===== src/rtl/mmp_iddmm_add3_pipe.sv =====
// mmp_iddmm_add3_pipe: pipelined three-operand adder D = A + B + c.
// A 3:2 compressor front end feeds STAGES carry-propagate segments of
// SEG = AW/STAGES bits each. The pipeline is skewed: stage k resolves
// segment k and carries the finished lower segments and the still-unused
// upper S/K segments forward. One global enable stalls every stage at once.
// Optional synchronous flush port: define MMP_ADD3_FLUSH_EN.
module mmp_iddmm_add3_pipe #(
  parameter int AW     = 256,
  parameter int BW     = 128,
  parameter int STAGES = 2
) (
  input  logic          clk,
  input  logic          rst_n,
  input  logic          in_valid,
  output logic          in_ready,
  input  logic [AW-1:0] a_in,
  input  logic [BW-1:0] b_in,
  input  logic          c_in,
  output logic          out_valid,
  input  logic          out_ready,
  output logic [AW-1:0] d_out,
  output logic          co_out
`ifdef MMP_ADD3_FLUSH_EN
  ,
  input  logic          flush
`endif
);

  localparam int SEG = AW / STAGES;

  logic          en;
  logic          flush_w;
  logic [AW-1:0] b_ext;
  logic [AW-1:0] c_ext;
  logic [AW-1:0] s_fe;
  logic [AW-1:0] cy_fe;
  logic [AW-1:0] k_fe;
  logic          kc_fe;

`ifdef MMP_ADD3_FLUSH_EN
  assign flush_w = flush;
`else
  assign flush_w = 1'b0;
`endif

  assign en       = !out_valid || out_ready;
  assign in_ready = en && !flush_w;

  // 3:2 compression; the carry out of bit AW-1 is kept aside as kc
  assign b_ext = AW'(b_in);
  assign c_ext = AW'(c_in);
  assign s_fe  = a_in ^ b_ext ^ c_ext;
  assign cy_fe = (a_in & b_ext) | (a_in & c_ext) | (b_ext & c_ext);
  assign k_fe  = {cy_fe[AW-2:0], 1'b0};
  assign kc_fe = cy_fe[AW-1];

  for (genvar g = 0; g < STAGES; g++) begin : g_stage
    // K bits still needed by later stages after this one
    localparam int KW = AW - (g + 1) * SEG;

    logic [AW-1:0]  s_in;
    logic [AW-1:0]  s_d;
    logic [AW-1:0]  s_q;
    logic [SEG-1:0] k_seg;
    logic [SEG:0]   seg_sum;
    logic           c_prev;
    logic           kc_in;
    logic           v_in;
    logic           vld_d;
    logic           vld_q;
    logic           cy_q;
    logic           kc_q;

    if (g == 0) begin : g_src
      assign s_in   = s_fe;
      assign k_seg  = k_fe[SEG-1:0];
      assign c_prev = 1'b0;
      assign kc_in  = kc_fe;
      assign v_in   = in_valid;
    end else begin : g_src
      assign s_in   = g_stage[g-1].s_q;
      assign k_seg  = g_stage[g-1].g_k.k_q[SEG-1:0];
      assign c_prev = g_stage[g-1].cy_q;
      assign kc_in  = g_stage[g-1].kc_q;
      assign v_in   = g_stage[g-1].vld_q;
    end

    if (KW > 0) begin : g_k
      logic [KW-1:0] k_d;
      logic [KW-1:0] k_q;

      if (g == 0) begin : g_ksrc
        assign k_d = k_fe[AW-1:SEG];
      end else begin : g_ksrc
        assign k_d = g_stage[g-1].g_k.k_q[AW-g*SEG-1:SEG];
      end

      // Upper K segments ride along untouched until their own stage
      always_ff @(posedge clk or negedge rst_n) begin
        if (!rst_n)  k_q <= '0;
        else if (en) k_q <= k_d;
      end
    end

    assign seg_sum = {1'b0, s_in[g*SEG +: SEG]} + {1'b0, k_seg} + {{SEG{1'b0}}, c_prev};

    // Resolve this stage's segment; finished and pending bits pass through
    always_comb begin
      s_d                 = s_in;
      s_d[g*SEG +: SEG]   = seg_sum[SEG-1:0];
    end

    assign vld_d = flush_w ? 1'b0 : (en ? v_in : vld_q);

    // Stage register: valid follows flush/enable, data advances only on enable
    always_ff @(posedge clk or negedge rst_n) begin
      if (!rst_n) begin
        vld_q <= 1'b0;
        s_q   <= '0;
        cy_q  <= 1'b0;
        kc_q  <= 1'b0;
      end else begin
        vld_q <= vld_d;
        if (en) begin
          s_q  <= s_d;
          cy_q <= seg_sum[SEG];
          kc_q <= kc_in;
        end
      end
    end
  end

  assign out_valid = g_stage[STAGES-1].vld_q;
  assign d_out     = g_stage[STAGES-1].s_q;
  // The final segment carry and kc cannot both be set for a legal sum
  assign co_out    = g_stage[STAGES-1].cy_q ^ g_stage[STAGES-1].kc_q;

endmodule


===== config.mk =====
export PLATFORM = sky130hd
export DESIGN_NAME = mmp_iddmm_add3_pipe
export DESIGN_NICKNAME = d
export VERILOG_FILES = /design/src/rtl/mmp_iddmm_add3_pipe.sv
export SDC_FILE = /design/constraint.sdc
export NUM_CORES = 1
export LEC_CHECK = 0
export ABC_CLOCK_PERIOD_IN_PS = 4900
export CORE_AREA = 4 4 249 251
export DETAILED_ROUTE_END_ITERATION = 10
export DIE_AREA = 0 0 253 255
export PLACE_DENSITY = 0.83
export SYNTH_ARGS = -nofsm -noshare
export SYNTH_HDL_FRONTEND = slang
export SYNTH_SLANG_ARGS = --single-unit

===== constraint.sdc =====
create_clock -name clk -period 4.9 [get_ports clk]
set_input_delay 0.98 -clock clk [delete_from_list [all_inputs] [get_ports clk]]
set_output_delay 0.98 -clock clk [all_outputs]
set_load 0.03 [all_outputs]

==> results.tsv <==
metric	value	unit
outcome	finished clean	
Synth Area in Compound Gates	0.1584	
row count	90	
Placed Cells	5216	
Dominant combinational family	simple AND/OR/NAND/NOR gates	
Seq/Total Area, Yosys	0.4050	
gr busiest metal	met2	
logic gate share of total power	0.376	
Worst Path Required	5.38	ns
worst setup margin	0.4779	ns
fin cells	5323	
delay-heaviest family, CP	AND-OR/OR-AND gates	
invs w/o clock	58	
CP arrival	4.90	ns
Commonest Layout Cell	nand2_1	
# fillers	4712	
worst-case hold slack	0.4065	ns
Leading cell kind	multi-input combinational cells	
full die area	0.06452	sq mm
Syn. warnings	0	
Metal-1 WL	45460	um
pre-CTS setup slack	-0.03777	ns
Tmin final	4.422	ns
die height	255	um
signal buffers share of area	0.1792	
Core ar.	0.05991	sq mm
final core occ	0.6927	
RSZ-0062 raised after global routing	false	
post-DP HPWL	89690	um
yosys adder share	0.1018	
RR Endpoint	d_out[198]	
DRT Pass-1 Iters	6	
Comb gates	3100	
Setup crit start	a_in[10]	
commonest cells in the netlist	nand2_1, dfrtp_1, a21oi_1	
flop share of the area	0.3118	
CP Max Fanout	5	
Starting DRT DRC Count	2861	
met1 Usage GRT	0.4450	
Net Sw Power	6.348	mW
CP endpoint kind	flop	
MaxCap Viol Count	0	
IO Count	648	
Port Buffers	647	
GRT overflow	0	
aggregate routed wire length	114900	um
routed vias	31030	
Tot Pwr	16.61	mW
tool warning count	41	
cts repair resizes	0	
leading area contributor after synthesis	dfrtp_1	
normalized max-slew margin	0.07789	
clock buffer depth	3	
most common cell in the netlist	nand2_1	
clock sink total	517	
crit path to	g_stage[0].s_q[107]	
TNS Setup	0	ns
CTS H-tree depth	2	
Worst VDD drop	0.2961	mV
diode count	5	
CTS Buf Count	55	
vias in the first global route	29930	
CTS tree	done	
Clock buf/inv share	0.04535	
Synth Register Bits	517	
Async SR Flop Fraction	1.000	
Hold-fix buffers, CTS	0	
Simple Share, Synth	0.2384	
flip-flops	517	
crit-path cells	clkdlybuf4s50_1 -> ha_1 -> ha_1 -> a21oi_1 -> o21ai_0 -> a221oi_1 -> a211oi_2 -> o21ai_2 -> a311oi_1 -> buf_4 -> o21ai_0 -> nand3b_1 -> a2111oi_0 -> nor3_1	
Final setup viols	0	
power density over the cells	400.2	mW/mm^2
Seq power	6.02	mW
CTS clk-pin slew, worst paths	0.06	ns
wire length on met2	52830	um
global-route track usage on met3	0.09704	
pin slew with the least headroom to its limit	1.383	ns
Top cells by area	dfrtp_1, nand2_1, ha_1, a21oi_1, o21ai_0	
sequential fraction of design power	0.362	
Cell Int Power	10.26	mW
R2R cell count	14	
# Cells Yosys	3872	
max frequency	226.1	MHz
final net count	5138	
clock buffers	83	
Via density	5.830	
fraction of area in multi-input gates	0.4344	
share of cells above drive strength 1	0.05534	
CP Depth	14	
largest net degree at the start of global routing	272	
Setup Fix Bufs, Post-CTS	0	
syn nets	4519	
placed inst area	0.03960	sq mm
# Taps	782	
post-DR wirelength/cell	21.58	um
Final Cycle Share	0.9025	
fp_density	0.5332	
YS chip area	0.03194	sq mm
Non-CTS buffers	759	
antenna violations before repair	9	
slowest CP cell	a2111oi_0	
Mux area share	0.001645	
Top power group	combinational cells	
Placer Congestion	1.005	
register area	0.01294	sq mm
Area leader share	0.4050	
Hold Crit Class	input pin to asynchronous set/reset pin	
EDFF count, synth	0	
uppermost layer routed	met5	
met2 GRT Util	0.5545	
met3 routed WL	12190	um
synthesized cell area	0.03194	sq mm
xor/xnor share	0.06389	
Post-Syn Instances	3872	
CP max stage delay	0.48	ns
Area Growth Syn to Fin	29.92	%
reg-to-reg critical path startpoint	g_stage[0].s_q[128]	
final cell area excluding filler cells	0.04150	sq mm
Residual DRC	0	
CTS root buffer	clkbuf_16	
crit path kind	input pin to flop	
sw frac	0.3823	
global-route wire length before repair	173300	um
Mean Syn Cell Area	8.249	sq um
die x size	253	um
Worst R2R Setup Slack	1.14	ns
all-layer global routing usage	0.3432	
library cells used by synthesis	86	
Fig. 1: clock distribution
(1 px per um)
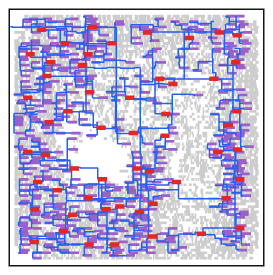
legend:
  clock drivers:
    color: red
    count: 55
  clock wires:
    color: blue
    length: 6890 um
  flip-flops:
    color: purple
    count: 517
flops lie: all over the die
worst skew pair latency: 0.62 ns
Final Skew: 0.01266 ns
clk pwr: 4.34 mW
Clock Power Share: 0.261

Fig. 2: nets reached from selected ports
(2 px per um)
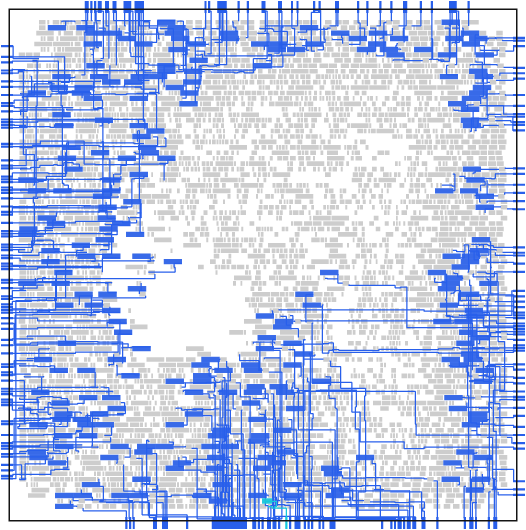
legend:
  d_out:
    color: blue
    bits: 256
    direction: output
    edge: 80 west, 69 south, 56 east, 51 north
    end_cells: 256
    buffers: 256
    wire: 14400 um
  out_ready:
    color: cyan
    bits: 1
    direction: input
    edge: south
    end_cells: 1
    buffers: 1
    wire: 25.0 um

No activity file was given, so power comes from the tool's default toggle rates.
